File: src/rtl/ossa_pkg.sv
// Shared defaults, FSM state encoding and lane helper for the OSSA skew feeder.
package ossa_pkg;

    localparam int N_DEFAULT     = 8;
    localparam int DW_DEFAULT    = 8;
    localparam int K_DEFAULT     = 8;
    localparam int DRAIN_DEFAULT = N_DEFAULT + 1;

    typedef enum logic [2:0] {
        IDLE  = 3'd0,
        FEED  = 3'd1,
        FLUSH = 3'd2,
        READ  = 3'd3,
        DONE  = 3'd4
    } feeder_state_e;

    function automatic logic [DW_DEFAULT-1:0] lane_slice(
        input logic [N_DEFAULT*DW_DEFAULT-1:0] vec,
        input int                              lane
    );
        return vec[lane*DW_DEFAULT +: DW_DEFAULT];
    endfunction

endpackage

File: src/rtl/ossa_skew_line.sv
// Zero-reset shift line of DEPTH stages; output is the oldest stage.
module ossa_skew_line #(
    parameter int DEPTH = 1,
    parameter int DW    = 8
) (
    input  logic          clk,
    input  logic          rst_n,
    input  logic [DW-1:0] din,
    output logic [DW-1:0] dout
);

    logic [DW-1:0] line_p [DEPTH];

    always_ff @(posedge clk or negedge rst_n) begin
        if (!rst_n) begin
            for (int s = 0; s < DEPTH; s++) line_p[s] <= '0;
        end else begin
            line_p[0] <= din;
            for (int s = 1; s < DEPTH; s++) line_p[s] <= line_p[s-1];
        end
    end

    assign dout = line_p[DEPTH-1];

endmodule

File: src/rtl/ossa_skew_feeder.sv
// Skews A/B operand beats into a diagonal wavefront for the systolic array.
// Optional OSSA_FEEDER_AUTO_RD_EN adds a READ phase driving out_data_rd_en.
module ossa_skew_feeder
    import ossa_pkg::*;
#(
    parameter int N     = N_DEFAULT,
    parameter int DW    = DW_DEFAULT,
    parameter int K     = K_DEFAULT,
    parameter int DRAIN = DRAIN_DEFAULT
) (
    input  logic          clk,
    input  logic          rst_n,
    input  logic [N*DW-1:0] a_vec_in,
    input  logic [N*DW-1:0] b_vec_in,
    input  logic          in_valid,
    output logic          in_ready,
    output logic [N*DW-1:0] a_lane_out,
    output logic [N*DW-1:0] b_lane_out,
    output logic          busy,
    output logic          frame_done
`ifdef OSSA_FEEDER_AUTO_RD_EN
    ,
    output logic          out_data_rd_en
`endif
);

    localparam int BW = $clog2(K + 1);
    localparam int CW = $clog2(DRAIN + 1);

    localparam logic [2:0] S_IDLE  = 3'(IDLE);
    localparam logic [2:0] S_FEED  = 3'(FEED);
    localparam logic [2:0] S_FLUSH = 3'(FLUSH);
    localparam logic [2:0] S_DONE  = 3'(DONE);
`ifdef OSSA_FEEDER_AUTO_RD_EN
    localparam logic [2:0] S_READ  = 3'(READ);
    localparam int         RW      = $clog2(N + 1);

    logic [RW-1:0] rd_cnt_q, rd_cnt_d;
`endif

    logic [2:0]    state_q, state_d;
    logic [BW-1:0] beat_cnt_q, beat_cnt_d;
    logic [CW-1:0] drain_cnt_q, drain_cnt_d;
    logic          accept;

    assign in_ready = (state_q == S_IDLE) || (state_q == S_FEED);
`ifdef OSSA_FEEDER_AUTO_RD_EN
    assign busy = (state_q == S_FEED) || (state_q == S_FLUSH) || (state_q == S_READ);
`else
    assign busy = (state_q == S_FEED) || (state_q == S_FLUSH);
`endif
    assign accept = in_valid && in_ready;

    always_comb begin
        state_d     = state_q;
        beat_cnt_d  = beat_cnt_q;
        drain_cnt_d = drain_cnt_q;
`ifdef OSSA_FEEDER_AUTO_RD_EN
        rd_cnt_d    = rd_cnt_q;
`endif
        case (state_q)
            S_IDLE: begin
                if (accept) begin
                    if (K == 1) begin
                        state_d     = S_FLUSH;
                        beat_cnt_d  = '0;
                        drain_cnt_d = '0;
                    end else begin
                        state_d    = S_FEED;
                        beat_cnt_d = BW'(1);
                    end
                end
            end
            S_FEED: begin
                if (accept) begin
                    if (beat_cnt_q == BW'(K - 1)) begin
                        state_d     = S_FLUSH;
                        beat_cnt_d  = '0;
                        drain_cnt_d = '0;
                    end else begin
                        beat_cnt_d = beat_cnt_q + BW'(1);
                    end
                end
            end
            S_FLUSH: begin
                if (drain_cnt_q == CW'(DRAIN - 1)) begin
                    drain_cnt_d = '0;
`ifdef OSSA_FEEDER_AUTO_RD_EN
                    state_d  = S_READ;
                    rd_cnt_d = '0;
`else
                    state_d  = S_DONE;
`endif
                end else begin
                    drain_cnt_d = drain_cnt_q + CW'(1);
                end
            end
`ifdef OSSA_FEEDER_AUTO_RD_EN
            S_READ: begin
                if (rd_cnt_q == RW'(N - 1)) begin
                    state_d  = S_DONE;
                    rd_cnt_d = '0;
                end else begin
                    rd_cnt_d = rd_cnt_q + RW'(1);
                end
            end
`endif
            S_DONE:  state_d = S_IDLE;
            default: state_d = S_IDLE;
        endcase
    end

    // frame_done and the read strobe are registered from the next state
    always_ff @(posedge clk or negedge rst_n) begin
        if (!rst_n) begin
            state_q        <= S_IDLE;
            beat_cnt_q     <= '0;
            drain_cnt_q    <= '0;
            frame_done     <= 1'b0;
`ifdef OSSA_FEEDER_AUTO_RD_EN
            rd_cnt_q       <= '0;
            out_data_rd_en <= 1'b0;
`endif
        end else begin
            state_q        <= state_d;
            beat_cnt_q     <= beat_cnt_d;
            drain_cnt_q    <= drain_cnt_d;
            frame_done     <= (state_d == S_DONE);
`ifdef OSSA_FEEDER_AUTO_RD_EN
            rd_cnt_q       <= rd_cnt_d;
            out_data_rd_en <= (state_d == S_READ);
`endif
        end
    end

    // Idle cycles push zeros so bubbles never contribute to the MAC sums
    for (genvar i = 0; i < N; i++) begin : g_lane
        ossa_skew_line #(.DEPTH(i + 1), .DW(DW)) u_a_line (
            .clk   (clk),
            .rst_n (rst_n),
            .din   (accept ? a_vec_in[i*DW +: DW] : {DW{1'b0}}),
            .dout  (a_lane_out[i*DW +: DW])
        );
        ossa_skew_line #(.DEPTH(i + 1), .DW(DW)) u_b_line (
            .clk   (clk),
            .rst_n (rst_n),
            .din   (accept ? b_vec_in[i*DW +: DW] : {DW{1'b0}}),
            .dout  (b_lane_out[i*DW +: DW])
        );
    end

endmodule

File: config.mk
export PLATFORM = sky130hd
export DESIGN_NAME = ossa_skew_feeder
export DESIGN_NICKNAME = d
export VERILOG_FILES = /design/src/rtl/ossa_pkg.sv /design/src/rtl/ossa_skew_line.sv /design/src/rtl/ossa_skew_feeder.sv
export SDC_FILE = /design/constraint.sdc
export NUM_CORES = 1
export LEC_CHECK = 0
export CAP_MARGIN = 20
export CELL_PAD_IN_SITES_DETAIL_PLACEMENT = 0
export CELL_PAD_IN_SITES_GLOBAL_PLACEMENT = 2
export CORE_UTILIZATION = 35
export DETAILED_ROUTE_END_ITERATION = 10
export PLACE_DENSITY_LB_ADDON = 0.1
export SLEW_MARGIN = 20
export SYNTH_ARGS = -nofsm -noshare
export SYNTH_HDL_FRONTEND = slang
export SYNTH_SLANG_ARGS = --single-unit
File: constraint.sdc
create_clock -name clk -period 1.4 [get_ports clk]
set_input_delay 0.21 -clock clk [delete_from_list [all_inputs] [get_ports clk]]
set_output_delay 0.21 -clock clk [all_outputs]
set_load 0.05 [all_outputs]
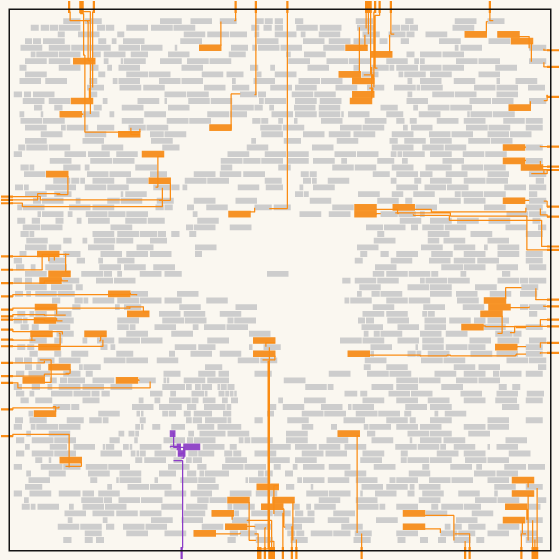
Fig. 1. Wires at chosen ports, followed through buffers (run 1).
- `in_valid`: purple (direction input; edge south; end cells 4; buffers 2; wire 62.1 µm)
- `b_lane_out`: orange (direction output; edge 18 west, 16 east, 16 south, 14 north; end cells 64; buffers 64; wire 2200 µm)
I/O Pins: 262
number of buffers inserted by port buffering: 261

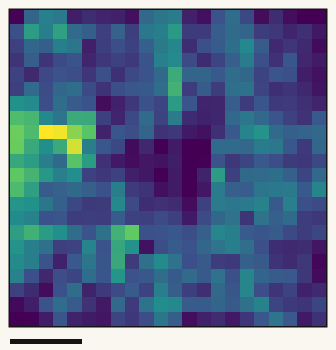
Fig. 2. Wire density map (run 1).
The bar under the picture is 50 µm long. 22 x 22 tiles, from dark purple (low) to yellow (high), scaled to the fullest tile. Values are wire area over tile area, all layers added.
- emptiest ninth of the die: center
- tiles over half the peak: 8.9%
- mean over tiles: 0.10
- densest ninth of the die: west
combined global-route utilization of all metal layers: 0.116
drt total wl: 29800 µm

==> run summary, run 1 <==
Reports from this run.

- Entering global routing, the biggest net connects 74 pins.
- The power in combinational cells reads 5.24 mW.
- The met1 track utilization from global routing is 0.148.
- The detailed-route DRC error count reads 28.
- The switching fraction of total power reads 0.236.
- The count of warning messages emitted by the tools is 30.
- Looking at the clock tree report, the root buffer type is sky130_fd_sc_hd__clkbuf_16.
- The effective utilization at floorplan is 0.358.
- The met3 wirelength from detailed routing is 2960 µm.
- Adding up every negative setup slack in the final design gives -10.23 ns.
- The cell total after placement is 1684.
- The dominant delay contributor by cell family on the critical path is flip-flops.
- The total die size is 48800 µm².
- Before any placement, the netlist area is recorded as 16800 µm².
- The leakage power is 11.4 nW.
- The post-synthesis share of cell area spent on and-or and or-and gates reads 0.00590.
- Setup violations remaining at the end of the flow were counted as 140.
- The smallest setup slack after layout is -0.364 ns.
- In this run, the synthesized area fraction spent on adder and majority cells is recorded as 0.00224.
- The layer with the highest usage reads met2.
- The register-to-register path setup slack is -0.14 ns.
- The most frequently used library cell after synthesis is sky130_fd_sc_hd__dfrtp_1.
- The power density normalized to cell area is 1650 nW/µm².
- The number of buffers on the longest clock path reads 3.
- The TritonCTS clock tree reads done.
- Sequential power for this build is 19.1 mW.
- The clock network fraction of total power reads 0.381.
- The highest clock frequency the design can meet reads 567 MHz.
- Setup repair after global routing could not meet its margin everywhere.
- Per the post-synthesis stats, the area per cell is 18.8 µm².
- The routed length on met1 is 11800 µm.
- By area the synthesized netlist is led by sky130_fd_sc_hd__dfrtp_1 (88%), sky130_fd_sc_hd__buf_4 (5.1%), sky130_fd_sc_hd__and2_1 (4.9%).
- The final reports fail on design-rule violations, negative setup slack.
- The layout report lists the multi-input gate area as 1310 µm².
- Per report_power, the Clock row totals 15.0 mW.
- The flow ran to the end, but the final reports show violations.
- In this run the worst hold path is classified as input pin to asynchronous set/reset pin.
- The number of tap instances reads 607.
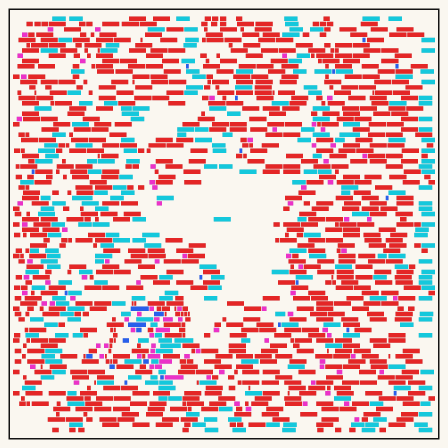
Fig. 3. Drive-strength map (run 1).
- x2: blue (cells 24)
- x1 and smaller: red (cells 847)
- x6 and larger: cyan (cells 250)
- x3 and x4: magenta (cells 92)
final design area excluding fillers: 23800 µm²
number of non-clock buffers: 343

## run 1: path summary, 6_finish.rpt
check                                              startpoint                             to  cells after the start
max in group asynchronous                               rst_n     g_lane[4].u_a_line.dout[6]                      3
worst min register to register  g_lane[5].u_a_line.line_p[34]  g_lane[5].u_a_line.line_p[26]                      0
worst min-delay path                                    rst_n     g_lane[6].u_b_line.dout[3]                      2
worst max register to register                     state_q[1]                 drain_cnt_q[3]                      5
min in group clk                                 b_vec_in[20]  g_lane[2].u_b_line.line_p[20]                      2
worst max-delay path                               state_q[0]                           busy                      4
## run 1: cells by family (layout without fill, tap and decap cells)
kind of cell	after synthesis	in the layout
flops	588	588
simple gates	153	153
buf+inv	131	453
compound gates	14	14
fa+ha+maj	3	3
xor+xnor	1	1
mux	1	1
other cells	0	2
==> run 1 -> run 2 <==
- CTS_CLUSTER_SIZE: default -> 40
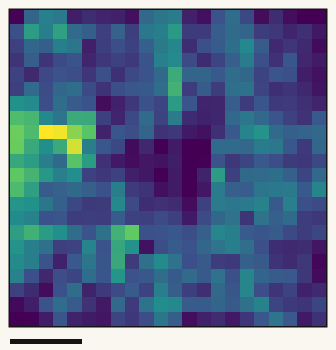
Fig. 4. Wire density map (run 2).
The bar under the picture is 50 µm long. 22 x 22 tiles, from dark purple (low) to yellow (high), scaled to the fullest tile. Values are wire area over tile area, all layers added.
- emptiest ninth of the die: center
- fullest tile: 0.37
- tiles over half the peak: 8.9%
- nearly empty tiles: 2.9%
- mean over tiles: 0.10
- densest ninth of the die: west
routed length per placed instance: 16.3 µm
overall via count from detail_route: 7177

==> run summary, run 2 <==
Reports from this run.

- Once routing completed, OpenROAD measured the worst setup slack at -0.364 ns.
- The power density normalized to cell area reads 1650 nW/µm².
- The count of plain and timing-repair buffers is 343.
- The path class of the lowest-slack min-delay path is input pin to asynchronous set/reset pin.
- Entering global routing, the biggest net connects 74 pins.
- Of the total synthesized cell area, the portion taken by AND-OR and OR-AND cells is 0.00590.
- Setup slack on the worst reg-to-reg path comes out at -0.14 ns.
- The run finished, with violations left.
- The script parses the final routing iteration and logs DRC violations as 28.
- The share of total power dissipated in the clock network is 0.381.
- The die covers 48800 µm².
- The effective utilization at floorplan is 0.358.
- The power of the sequential group is 19.1 mW.
- The area occupied by multi-input gates reads 1310 µm².
- The layer with the highest usage is met2.
- Per the synthesis report, the adder-cell share of the synthesized area is 0.00224.
- The final layout contains routed wiring with a total length of 29800 µm.
- The met3 wirelength from detailed routing is 2960 µm.
- The number of top-level pins reads 262.
- The checks that failed: design-rule violations, negative setup slack.
- The aggregate global-route resource usage is 0.116.
- The number of setup violations in the final report reads 140.
- Setup repair after global routing could not meet its margin everywhere.
- The TritonCTS clock tree reads done.
[run 2: cell counts in the layout (fill, tap and decap cells not counted)]
No cell type changed its count.
[run 2: critical path: cells and delay by family, from the launching register on]
kind	cells	cell delay, ns
xor gates and xnor gates	1	0.14
buffers and inverters	2	0.31
DFF	1	0.39
and+or+nand+nor	1	0.12
[run 2: worst max path at each step]
stage	start	end	slack, ns
after CTS	state_q[1]	busy	-0.46
after global placement	in_valid	g_lane[5].u_b_line.line_p[43]	-0.23
after floorplan	state_q[0]	busy	-0.009
after global routing	state_q[1]	busy	-0.43
after detailed placement	in_valid	g_lane[6].u_b_line.line_p[49]	-0.24
final	state_q[0]	busy	-0.36
Power figures rest on the tool's default switching activity, not on a simulated workload.
